**The clock network**

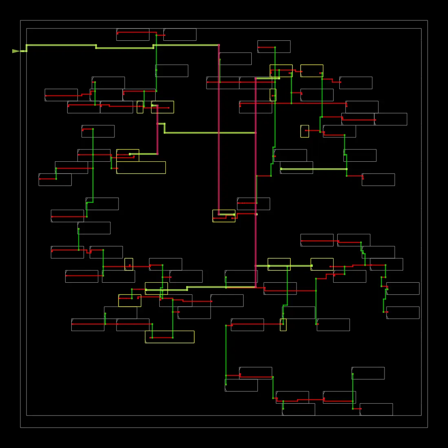
**The metal 4 layer**

(4 px per um) Supply wires on this layer in gray.
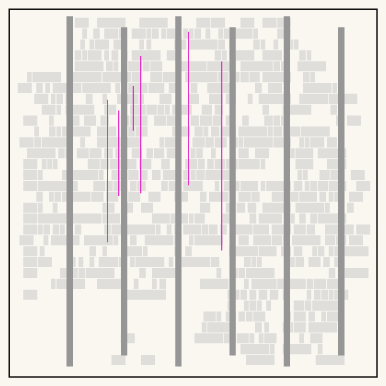
**Pin map**

(4 px per um) Pins as bars across the die edge, other pins in gray.
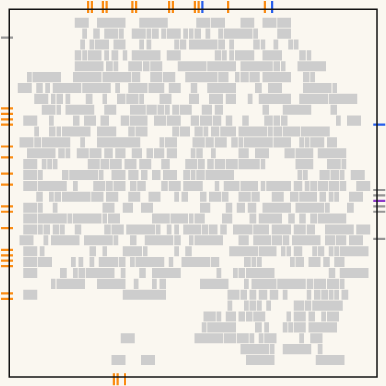
**Close-up of the layout**

Window x 42 to 92, y 42 to 92 um. Cells in gray, sequential cells in the stronger gray; small squares are vias.
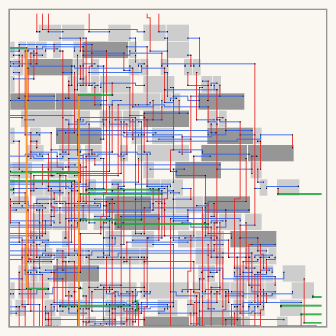
## src/rtl/freq_report_uart_tx.sv

```systemverilog
// freq_report_uart_tx
// Serialises one {channel, 32-bit frequency} result into a fixed 7-byte UART
// frame on the f_to_mcu line: SYNC, CHAN, FREQ[31:24..7:0], XOR checksum.
// Each byte is start(0), 8 data bits LSB first, then STOP_BITS stop bits(1).
//
// Build option: define FREQ_TX_PARITY_EN to insert an even-parity bit between
// the last data bit and the stop bit(s) of every byte.
module freq_report_uart_tx #(
  parameter int unsigned CLKS_PER_BIT = 1736,
  parameter int unsigned STOP_BITS    = 1,
  parameter logic [7:0]  SYNC_BYTE    = 8'hA5
) (
  input  logic        clk,
  input  logic        reset,
  input  logic        in_valid,
  output logic        in_ready,
  input  logic [2:0]  in_chan,
  input  logic [31:0] in_freq,
  output logic        tx,
  output logic        busy,
  output logic        frame_done
);

  localparam logic [2:0] ST_IDLE   = 3'd0;
  localparam logic [2:0] ST_START  = 3'd1;
  localparam logic [2:0] ST_DATA   = 3'd2;
  localparam logic [2:0] ST_STOP   = 3'd3;
`ifdef FREQ_TX_PARITY_EN
  localparam logic [2:0] ST_PARITY = 3'd4;
`endif

  // Baud counter reloads with CLKS_PER_BIT-1 and advances the bit on zero.
  localparam logic [15:0] BAUD_RELOAD = 16'(CLKS_PER_BIT - 1);
  localparam logic [2:0]  LAST_STOP   = 3'(STOP_BITS - 1);
  localparam logic [2:0]  LAST_DATA   = 3'd7;
  localparam logic [2:0]  LAST_BYTE   = 3'd6;

  logic [2:0]  state;
  logic [15:0] baud_cnt;
  logic [2:0]  bit_cnt;
  logic [2:0]  byte_idx;
  logic [39:0] hold;        // {5'b0, chan, freq} captured at accept

  logic [7:0]  cur_byte;
  logic [2:0]  bit_nxt;
  logic        baud_wrap;
  logic        accept;

  // Byte idx of the frame built from the holding register.
  function automatic logic [7:0] frame_byte(input logic [2:0]  idx,
                                            input logic [39:0] word);
    logic [7:0] b;
    case (idx)
      3'd0:    b = SYNC_BYTE;
      3'd1:    b = word[39:32];
      3'd2:    b = word[31:24];
      3'd3:    b = word[23:16];
      3'd4:    b = word[15:8];
      3'd5:    b = word[7:0];
      default: b = word[39:32] ^ word[31:24] ^ word[23:16]
                   ^ word[15:8] ^ word[7:0];
    endcase
    return b;
  endfunction

`ifdef FREQ_TX_PARITY_EN
  // Even parity: the bit that makes the total count of ones even.
  function automatic logic even_parity(input logic [7:0] b);
    return ^b;
  endfunction
`endif

  // Current byte, next data-bit index and bit-boundary strobe.
  always_comb begin
    cur_byte  = frame_byte(byte_idx, hold);
    bit_nxt   = bit_cnt + 3'd1;
    baud_wrap = (baud_cnt == 16'd0);
    accept    = in_valid && in_ready;
  end

  // Frame sequencer: tx is registered so it changes exactly on bit boundaries.
  always_ff @(posedge clk) begin
    if (reset) begin
      state      <= ST_IDLE;
      baud_cnt   <= 16'd0;
      bit_cnt    <= 3'd0;
      byte_idx   <= 3'd0;
      hold       <= 40'd0;
      tx         <= 1'b1;
      in_ready   <= 1'b1;
      busy       <= 1'b0;
      frame_done <= 1'b0;
    end else begin
      frame_done <= 1'b0;
      case (state)
        ST_IDLE: begin
          if (accept) begin
            hold     <= {5'b0, in_chan, in_freq};
            state    <= ST_START;
            tx       <= 1'b0;
            baud_cnt <= BAUD_RELOAD;
            bit_cnt  <= 3'd0;
            byte_idx <= 3'd0;
            in_ready <= 1'b0;
            busy     <= 1'b1;
          end
        end

        ST_START: begin
          if (!baud_wrap) begin
            baud_cnt <= baud_cnt - 16'd1;
          end else begin
            baud_cnt <= BAUD_RELOAD;
            bit_cnt  <= 3'd0;
            tx       <= cur_byte[0];
            state    <= ST_DATA;
          end
        end

        ST_DATA: begin
          if (!baud_wrap) begin
            baud_cnt <= baud_cnt - 16'd1;
          end else begin
            baud_cnt <= BAUD_RELOAD;
            if (bit_cnt == LAST_DATA) begin
              bit_cnt <= 3'd0;
`ifdef FREQ_TX_PARITY_EN
              tx      <= even_parity(cur_byte);
              state   <= ST_PARITY;
`else
              tx      <= 1'b1;
              state   <= ST_STOP;
`endif
            end else begin
              bit_cnt <= bit_nxt;
              tx      <= cur_byte[bit_nxt];
            end
          end
        end

`ifdef FREQ_TX_PARITY_EN
        ST_PARITY: begin
          if (!baud_wrap) begin
            baud_cnt <= baud_cnt - 16'd1;
          end else begin
            baud_cnt <= BAUD_RELOAD;
            bit_cnt  <= 3'd0;
            tx       <= 1'b1;
            state    <= ST_STOP;
          end
        end
`endif

        ST_STOP: begin
          if (!baud_wrap) begin
            baud_cnt <= baud_cnt - 16'd1;
          end else begin
            baud_cnt <= BAUD_RELOAD;
            if (bit_cnt != LAST_STOP) begin
              bit_cnt <= bit_nxt;
            end else if (byte_idx == LAST_BYTE) begin
              // Frame complete: ready for the next word in this very cycle.
              bit_cnt    <= 3'd0;
              byte_idx   <= 3'd0;
              baud_cnt   <= 16'd0;
              tx         <= 1'b1;
              state      <= ST_IDLE;
              in_ready   <= 1'b1;
              busy       <= 1'b0;
              frame_done <= 1'b1;
            end else begin
              // Next byte starts immediately, no idle gap.
              bit_cnt  <= 3'd0;
              byte_idx <= byte_idx + 3'd1;
              tx       <= 1'b0;
              state    <= ST_START;
            end
          end
        end

        default: begin
          state    <= ST_IDLE;
          baud_cnt <= 16'd0;
          bit_cnt  <= 3'd0;
          byte_idx <= 3'd0;
          tx       <= 1'b1;
          in_ready <= 1'b1;
          busy     <= 1'b0;
        end
      endcase
    end
  end

endmodule

```

## config.mk

```make
export PLATFORM = sky130hd
export DESIGN_NAME = freq_report_uart_tx
export DESIGN_NICKNAME = d
export VERILOG_FILES = /design/src/rtl/freq_report_uart_tx.sv
export SDC_FILE = /design/constraint.sdc
export NUM_CORES = 1
export LEC_CHECK = 0
export ABC_AREA = 0
export CORE_UTILIZATION = 45
export CTS_BUF_LIST = sky130_fd_sc_hd__clkbuf_8 sky130_fd_sc_hd__clkbuf_16
export CTS_CLUSTER_DIAMETER = 50
export DETAILED_ROUTE_END_ITERATION = 7
export PLACE_DENSITY = 0.72
export SYNTH_ARGS = -nofsm -noshare
export SYNTH_HDL_FRONTEND = slang
export SYNTH_SLANG_ARGS = --single-unit
export TNS_END_PERCENT = 5
```

## constraint.sdc

```tcl
create_clock -name clk -period 6.3 [get_ports clk]
set_clock_uncertainty 0.15 [all_clocks]
set_input_delay 0.945 -clock clk [delete_from_list [all_inputs] [get_ports clk]]
set_output_delay 0.945 -clock clk [all_outputs]
set_load 0.005 [all_outputs]
```

==> results.py <==
# Generated from Yosys and OpenROAD reports
metrics = {
    "run_status": {
        "status": "completed",
    },
    "yosys": {
        "ys_area_um2": 3610,
        "synth-warning-count": 0,
        "syn_inst": 452,
        "common_cells": "nand2_1 (86), dfxtp_1 (63), a21oi_1 (57)",
        "ys.flop_type": "dfxtp_1",
        "synth.avg_cell_area_um2": 7.99,
        "ys_seq_share_pct": 34.9,
        "async_reset_ff_share_pct": 0,
        "top_area_cell": "dfxtp_1",
        "synth_flops": 63,
        "area_leaders": "dfxtp_1 (35%), nand2_1 (8.9%), a21oi_1 (7.9%)",
        "edf_count": 0,
        "top_area_share_pct": 34.9,
        "synth.most_common_cell": "nand2_1",
        "fp_nets": 501,
        "synth_area_um2": 3610,
    },
    "power": {
        "p_seq_mw": 0.588,
        "finalPower_mw": 1.76,
        "power.density_nw_per_um2": 415,
        "clkPwrFrac_pct": 21.1,
        "power.largest_group": "combinational cells",
        "p_seq_share_pct": 33.4,
        "pg_comb_mw": 0.803,
        "p_switching_mw": 0.712,
        "p_leak_nw": 1.54,
        "p_int_mw": 1.05,
        "vdd_drop_max_v": 0.000150,
        "netSwitchingFraction_pct": 40.4,
        "comb_power_share_pct": 45.5,
    },
    "placement": {
        "placed_area_um2": 4050,
        "placed_cells": 571,
        "routabilityCongestion": 0.951,
        "dpl.hpwl_mm": 6.02,
        "dp_slack_ns": 3.26,
    },
    "cells_and_area": {
        "signal_buffers": 44,
        "logic_area_um2": 2190,
        "instances_no_fill": 587,
        "syn_to_final_growth_pct": 17.7,
        "layout.nonclk_buf_share_pct": 10.1,
        "fin_util_pct": 55.0,
        "register_area_um2": 1260,
        "biggestCellCategory": "logic gates",
        "fill_cells": 727,
        "n_all_inverters": 11,
        "drive_gt1_share_pct": 6.39,
        "num_antenna_cells": 0,
        "seq_share_pct": 29.7,
        "area_share_clock_buf_inv_pct": 4.83,
        "fin_nets": 529,
        "layout_top_cells": "nand2_1 (86), dfxtp_1 (63), a21oi_1 (57)",
        "sh_comb_area_pct": 51.5,
        "lay_top_count": "nand2_1",
    },
    "drt": {
        "drtAntennaViolNets": 0,
        "wl_per_cell_um": 14.3,
        "drc": 0,
        "wl_met2_mm": 3.88,
        "via_per_inst": 5.53,
        "drtIter0Drc": 149,
        "met3WireLength_um": 374,
        "first_pass_iters": 4,
        "drt-met1-wl_mm": 3.97,
    },
    "clock_tree": {
        "clk_latency_ns": 0.34,
        "cts_tree": "built",
        "postCtsSetupRepairBufs": 0,
        "postCtsHoldBufs": 0,
        "cts-root-buf": "clkbuf_8",
        "clockBufferDepth": 2,
        "clkSlewWorstSetupHoldPaths_ns": 0.08,
        "cts_resized": 0,
        "h-tree-depth": 3,
    },
    "hold_path": {
        "hold_path.class": "flop to flop",
        "min_from": "hold[33]",
        "min_path_cells": 2,
        "worst_hold_path.endpoint": "hold[33]",
    },
    "timing": {
        "finalSetupTns_ns": 0,
        "hold_viol": 0,
        "setup_viol": 0,
        "period_minus_slack_ns": 3.10,
        "slew-limit-headroom_pct": 32.0,
        "setup_ws_ns": 3.20,
        "max_clock_freq_ghz": 0.322,
        "rsz0062_at_grt": "no",
        "finalMaxSlewViolations": 0,
        "max_slew.worst_pin.slew_ns": 1.02,
        "period_used_pct": 49.2,
    },
    "worst_setup_path": {
        "worstPathCellList": "inv_1 > ha_1 > and2b_1 > o21ai_0 > or3_1 > a32o_1 > a32oi_1 > a21oi_1",
        "cp.depth": 8,
        "endpoint_kind": "flop",
        "worstPathMaxFanout": 23,
        "worst-path-buf-inv": 1,
        "r2r_start": "byte_idx[2]",
        "critPathArrivalTime_ns": 3.18,
        "critPathLaunch": "byte_idx[2]",
        "crit_end": "tx",
        "required_ns": 6.38,
        "cp_slowest_cell": "dfxtp_1",
        "path_class": "flop to flop",
        "reg2reg_depth": 8,
        "max_stage_delay_ns": 0.83,
        "r2r-end": "tx",
        "cp-start-kind": "flop",
        "cpLargestDelayFamily": "flip-flops",
    },
    "floorplanning": {
        "tap_cells": 102,
        "row_count": 32,
        "ios": 42,
        "die-area_um2": 8390,
        "core_um2": 7730,
        "fp-utilization_pct": 46.7,
    },
    "global_routing": {
        "grt_first_pass_wirelength_mm": 13.8,
        "grt_use_total_pct": 20.5,
        "grt_max_degree": 57,
        "grt_pass1_vias": 2885,
        "use_met2_pct": 32.2,
        "antenna_found_initial": 0,
        "grt_use_met1_pct": 27.4,
        "grt_most_used_layer": "met2",
        "globalRouteMet3Util_pct": 3.60,
    },
    "flow_run": {
        "maxCapViolCount": 0,
        "openroad.warnings": 32,
    },
}
-- 'the clock network' (at the start) --
clk pwr: 0.372 mW
total CTS buffers: 9
Sink Count: 63
# clk buffers: 9
flop count: 63

-- 'the metal 4 layer' (at the start) --
longest straight run: 46.9 um
share of all routed wire: 2.2%
nets with wire on the layer: 5
wire length on this layer: 186 um
main direction: vertical
routed vias: 3247
final WL: 8.42 mm

-- 'pin map' (at the start) --
[frame_done] purple | pins: 1 | direction: output | edge: right
[in_freq] orange | pins: 32 | direction: input | edge: 17 left, 12 top, 3 bottom
[in_chan] blue | pins: 3 | direction: input | edge: 2 top, 1 right
all pins by edge: 18 left, 14 top, 7 right, 3 bottom
Die Y: 91.6 um
Port Buf Inserts: 41
Die W: 91.6 um

-- 'close-up of the layout' (at the start) --
[metal 2] red
[metal 3] green
[metal 4] orange
[metal 1] blue
cells with their middle in the window: 155
netlist names of flops here include: hold (9), byte_idx (3), state (2)
most frequent: nand2_1 (24), a21oi_1 (20), dfxtp_1 (18)
sequential cells in the window: 18

sequential cells by signal, indices dropped and copies added, names as in the netlist:
| signal | flops |
|---|---|
| byte_idx | 3 |
| tx | 1 |
| bit_cnt | 3 |
| frame_done | 1 |
| in_ready | 1 |
| hold | 35 |
| state | 2 |
| baud_cnt | 16 |
| busy | 1 |
cells by family (layout without fill, tap and decap cells):
logic type               after synthesis  count (layout)  share of synthesized area, %
multiplexers                           4               4                          1.14
AND/OR/NAND/NOR                      182             182                          24.6
XOR/XNOR                              36              36                          9.88
adder cells (fa/ha/maj)               11              11                          3.81
buffers and inverters                 38              71                          4.57
AND-OR/OR-AND                        118             118                          21.1
flip-flops                            63              63                          34.9
Power figures rest on the tool's default switching activity, not on a simulated workload.
